### config.mk
export PLATFORM = sky130hd
export DESIGN_NAME = dwc_pcie_axi_aw_split
export DESIGN_NICKNAME = d
export VERILOG_FILES = /design/src/rtl/dwc_pcie_axi_aw_split.sv
export SDC_FILE = /design/constraint.sdc
export NUM_CORES = 1
export LEC_CHECK = 0
export CELL_PAD_IN_SITES_DETAIL_PLACEMENT = 0
export CELL_PAD_IN_SITES_GLOBAL_PLACEMENT = 2
export CORE_MARGIN = 5
export CORE_UTILIZATION = 29
export CTS_BUF_LIST = sky130_fd_sc_hd__clkbuf_8
export DETAILED_ROUTE_END_ITERATION = 8
export PLACE_DENSITY_LB_ADDON = 0.05
export RECOVER_POWER = 25
export SYNTH_ARGS = -nofsm -noshare
export SYNTH_HDL_FRONTEND = slang
export SYNTH_SLANG_ARGS = --single-unit
### constraint.sdc
create_clock -name clk -period 6.68 [get_ports clk]
set_input_delay 1.336 -clock clk [delete_from_list [all_inputs] [get_ports clk]]
set_output_delay 1.336 -clock clk [all_outputs]
set_load 0.02 [all_outputs]
### src/rtl/dwc_pcie_axi_aw_split.sv
// dwc_pcie_axi_aw_split: splits INCR AW commands into sub-bursts that never cross a 2^MAX_LOG2-byte boundary
`ifndef TP
`define TP 0
`endif
module dwc_pcie_axi_aw_split #(
    parameter int ADDR_WD   = 64,
    parameter int ID_WD     = 8,
    parameter int SIZE_LOG2 = 4,
    parameter int MAX_LOG2  = 8,
    parameter int TP        = `TP
) (
    input  logic               clk,
    input  logic               rstn,
    input  logic               clrn,
    input  logic               vld_from_src,
    input  logic [ADDR_WD-1:0] addr_from_src,
    input  logic [7:0]         len_from_src,
    input  logic [ID_WD-1:0]   id_from_src,
    output logic               rdy_to_src,
    output logic               vld_to_dest,
    output logic [ADDR_WD-1:0] addr_to_dest,
    output logic [7:0]         len_to_dest,
    output logic [ID_WD-1:0]   id_to_dest,
    output logic               last_to_dest,
    input  logic               rdy_from_dest
);
    localparam logic [0:0] IDLE = 1'b0;
    localparam logic [0:0] BUSY = 1'b1;
    localparam logic [ADDR_WD-1:0] LOW_MASK = ADDR_WD'((64'd1 << SIZE_LOG2) - 64'd1);

    // out-of-range parameters instantiate a module that does not exist, failing elaboration
    if (MAX_LOG2 < SIZE_LOG2 || MAX_LOG2 > 12 || TP < 0) begin : g_illegal_params
        illegal_parameter_setting u_err ();
    end

    logic [0:0]         r_state;
    logic [ADDR_WD-1:0] r_addr;
    logic [8:0]         r_rem;
    logic [ID_WD-1:0]   r_id;
    logic               w_busy;
    logic [12:0]        w_bnd;
    logic               w_fits;
    logic [8:0]         w_sub;
    logic               w_acc;
    logic               w_hs;

    // beats to the boundary are measured from the beat-aligned address so an unaligned start cannot yield zero
    assign w_busy       = r_state == BUSY;
    assign w_bnd        = 13'(2 ** (MAX_LOG2 - SIZE_LOG2)) - (13'(r_addr[MAX_LOG2-1:0]) >> SIZE_LOG2);
    assign w_fits       = {4'b0, r_rem} <= w_bnd;
    assign w_sub        = w_fits ? r_rem : w_bnd[8:0];
    assign vld_to_dest  = w_busy;
    assign last_to_dest = w_busy & w_fits;
    assign addr_to_dest = w_busy ? r_addr : '0;
    assign len_to_dest  = w_busy ? w_sub[7:0] - 8'd1 : 8'd0;
    assign id_to_dest   = w_busy ? r_id : '0;
    assign rdy_to_src   = ~w_busy | (last_to_dest & rdy_from_dest);
    assign w_acc        = vld_from_src & rdy_to_src;
    assign w_hs         = w_busy & rdy_from_dest;

    always_ff @(posedge clk or negedge rstn) begin
        if (!rstn) begin
            r_state <= IDLE;
            r_addr  <= '0;
            r_rem   <= '0;
            r_id    <= '0;
        end else if (!clrn) begin
            r_state <= IDLE;
            r_addr  <= '0;
            r_rem   <= '0;
            r_id    <= '0;
        end else if (w_acc) begin
            r_state <= BUSY;
            r_addr  <= addr_from_src;
            r_rem   <= {1'b0, len_from_src} + 9'd1;
            r_id    <= id_from_src;
        end else if (w_hs) begin
            if (last_to_dest) begin
                r_state <= IDLE;
            end else begin
                r_addr <= (r_addr & ~LOW_MASK) + (ADDR_WD'(w_sub) << SIZE_LOG2);
                r_rem  <= r_rem - w_sub;
            end
        end
    end
endmodule
==> images/clk_routes.png <==
The bar under the picture is 50 um long.
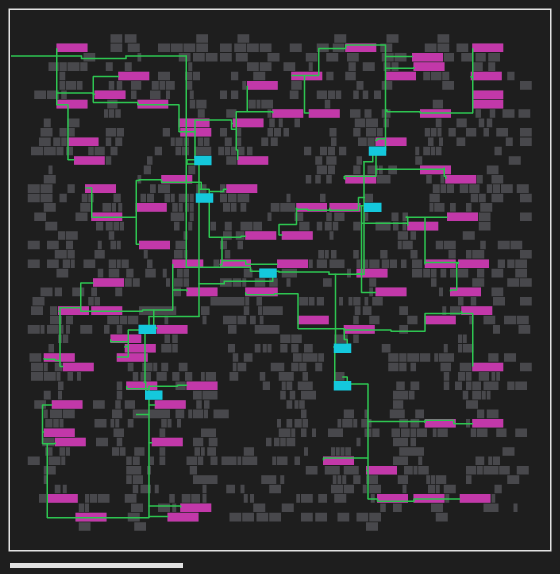
legend:
  green:
    item: clock wires
    length: 1,460 um
  cyan:
    item: clock drivers
    count: 9
  magenta:
    item: flip-flops
    count: 82
routed clock nets: 10
flops lie: all over the die

==> images/congestion.png <==
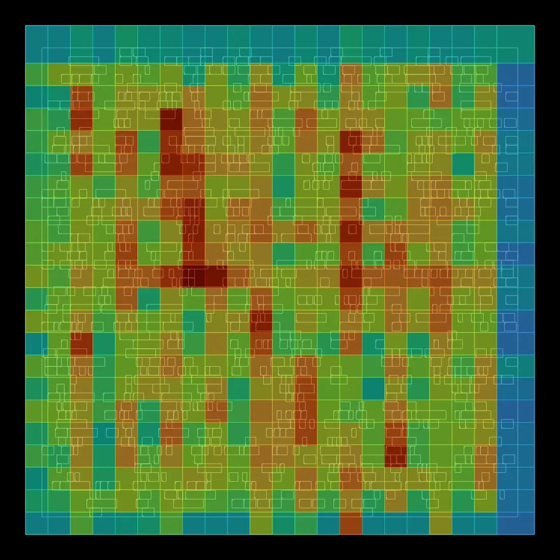
met3 Use GR: 3.180%
Routed wire per std cell: 20.52 um
grt met2 use: 32.07%

==> images/layer_met2.png <==
Cells faint in the background.
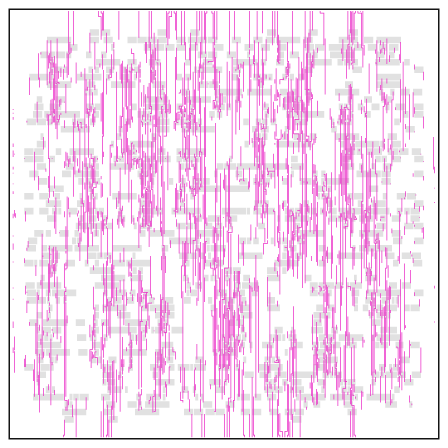
longest straight run: 64.3 um
share of all routed wire: 46%
wire length on this layer: 11,300 um
main direction: vertical
nets with wire on the layer: 865

==> images/wires.png <==
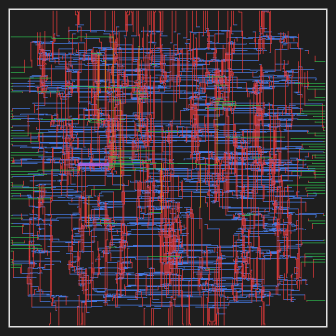
legend:
  blue:
    layer: metal 1
    wire_length: 11,500 um
  purple:
    layer: metal 5
    wire_length: 13.8 um
  green:
    layer: metal 3
    wire_length: 1,220 um
  red:
    layer: metal 2
    wire_length: 11,300 um
  orange:
    layer: metal 4
    wire_length: 292 um

==> Changelog: implementation <==
### Changed

- Placer Congestion: 0.8020
- Period minus WS final: between 5000 and 6000 ps
- Mapped Area: approximately 6200 sq um
- Top Usage Layer GRT: met2
- Hold WC Path Type: reg -> reg
- Total of max-cap violations: 1
- Mean post-synth cell area: approximately 8 sq um
- Critical Path Max Stage Delay: a little over 600 ps
- Fmax: between 0.15 and 0.2 GHz
- DP Worst Slack: a little over 900 ps
- Final Worst Setup Slack: 783.3 ps
- P&R area growth vs syn: 34.47%
- CTS Hold Bufs: 0
- Unique cell types: between 60 and 70
- Total design power: 2.287 mW
- Worst skew pair latency: between 300 and 400 ps
- Number of top-level pins: 168
- Root Driver: clkbuf_8
- Status: finished, violations left
- WL final: roughly 24,000 um
- Crit-path cells: inv_1 > ha_1 > xor2_1 > ha_1 > and3_1 > o21a_1 > o31a_1 > nor2_1 > nor2_1 > a21o_1 > inv_1 > ha_1 > o21ai_0 > xnor2_1 > nor2_1 > clkdlybuf4s50_1
- Clk_skew: roughly 15 ps
- Synth Instances: 761
- Seq/Total Area, Yosys: between 30% and 40%
- Layout cells sized above 1: roughly 5.0%
- Final Max Slew Viols: 27
- Initial Util: between 20% and 30%
- Critical Path End Type: output port
- CTS clock-pin slew for the worst setup and hold paths: around 100 ps
- Failing checks: max-capacitance violations, max-slew violations
- Post-CTS Setup Bufs: 0
- Commonest flop: dfrtp_1
- Final Hold Vio Count: 0
- Cell Pwr Density: around 270 nW/um^2
- Die width: about 160 um
- WS Path Type: reg -> out
- Clock tree sinks: just over 80
- Fill cells: around 2,200
- Row Count: ~53
- CTS H-tree depth: 3
- Slew headroom: -9.169%
- Leakage: approximately 3.3 nW
- M1 GR Usage: between 20% and 30%
- Final instance area: between 8000 and 9000 sq um
- Met3 Routed Length: around 1200 um
==> metrics by stage <==
stage / std cells / utilization (%) / hold WS (ps)
floorplan: 764 / - / 458.3
global placement: 1172 / 38.58 / 476.4
detailed placement: 1172 / 38.58 / 477.3
CTS: 1188 / 39.69 / 509.0
global route: 1188 / 39.68 / 530.8
finish: 1188 / 39.68 / 501.1
==> layout make-up <==
cell class / instances / area, sq um / share of cell area [%]
timing repair buffer: 180 / 1763 / 21.07
clock buffer: 10 / 137.6 / 1.645
inverter: 23 / 86.33 / 1.032
clock inverter: 6 / 96.34 / 1.151
multi-input combinational: 612 / 3886 / 46.45
sequential: 82 / 2053 / 24.54
tap: 275 / 344.1 / 4.112
==> sequential cells by signal, indices dropped and copies added (netlist names) <==
signal       flops
r_addr          64
r_id             8
r_rem            9
vld_to_dest      1
==> power breakdown <==
part	total, mW	internal, mW	switching [mW]
clock	0.445	0.226	0.219
sequential	0.677	0.569	0.107
combinational	1.17	0.488	0.677
total	2.29	1.28	1.00
==> cells in the mapped netlist (4+ instances only) <==
cell | number | area share [%]
or2_2 | 4 | 0.40
o221ai_1 | 7 | 0.99
nor3_1 | 15 | 1.2
a311oi_1 | 6 | 0.84
o31ai_1 | 6 | 0.72
nor2b_1 | 7 | 0.70
xnor2_1 | 22 | 3.1
clkbuf_1 | 34 | 2.1
dfrtp_1 | 82 | 33
inv_1 | 22 | 1.3
a31oi_1 | 8 | 0.80
and2_1 | 69 | 6.9
nand2_1 | 65 | 3.9
a221o_1 | 4 | 0.64
o21bai_1 | 5 | 0.60
a2bb2oi_1 | 4 | 0.56
ha_1 | 22 | 4.4
o211ai_1 | 4 | 0.48
nand4_1 | 18 | 1.8
or3_1 | 6 | 0.60
o21a_1 | 6 | 0.72
nor3b_1 | 4 | 0.48
nor2_1 | 50 | 3.0
a21oi_1 | 66 | 5.3
xor2_1 | 17 | 2.4
a21o_1 | 8 | 0.97
o21ai_0 | 42 | 3.4
nand3_1 | 48 | 3.9
and4_1 | 7 | 0.99
nor4_1 | 9 | 0.90
a211oi_1 | 6 | 0.72
a22o_1 | 7 | 0.99
buf_2 | 6 | 0.48
and3_1 | 18 | 1.8
buf_6 | 5 | 0.90
==> worst max-delay path, delay by kind of cell, from the launching register on <==
family,cells,cell delay [ps]
simple gates,4,800
compound gates,4,960
flops,1,430
buf+inv,3,870
fa+ha+maj,3,670
xor+xnor,2,470
==> cells by family after synthesis <==
| logic type | after synthesis | share of synthesized area, % |
|---|---|---|
| simple gates | 327 | 27.67 |
| mux | 2 | 0.3218 |
| other cells | 1 | 0.06027 |
| flops | 82 | 32.98 |
| xor+xnor | 39 | 5.490 |
| compound gates | 216 | 23.41 |
| fa+ha+maj | 24 | 5.067 |
| buf+inv | 70 | 5.007 |
==> path summary, 6_finish.rpt <==
path	start	to	depth (start not counted)
setup / recovery	r_addr[4]	len_to_dest[4]	16
hold / removal	r_addr[1]	r_addr[1]	1
setup reg to reg	r_addr[4]	r_addr[34]	19
hold reg to reg	r_addr[1]	r_addr[1]	1
max in group asynchronous	rstn	vld_to_dest	2
min in group asynchronous	rstn	r_addr[12]	1
Power and IR drop assume default switching activity.
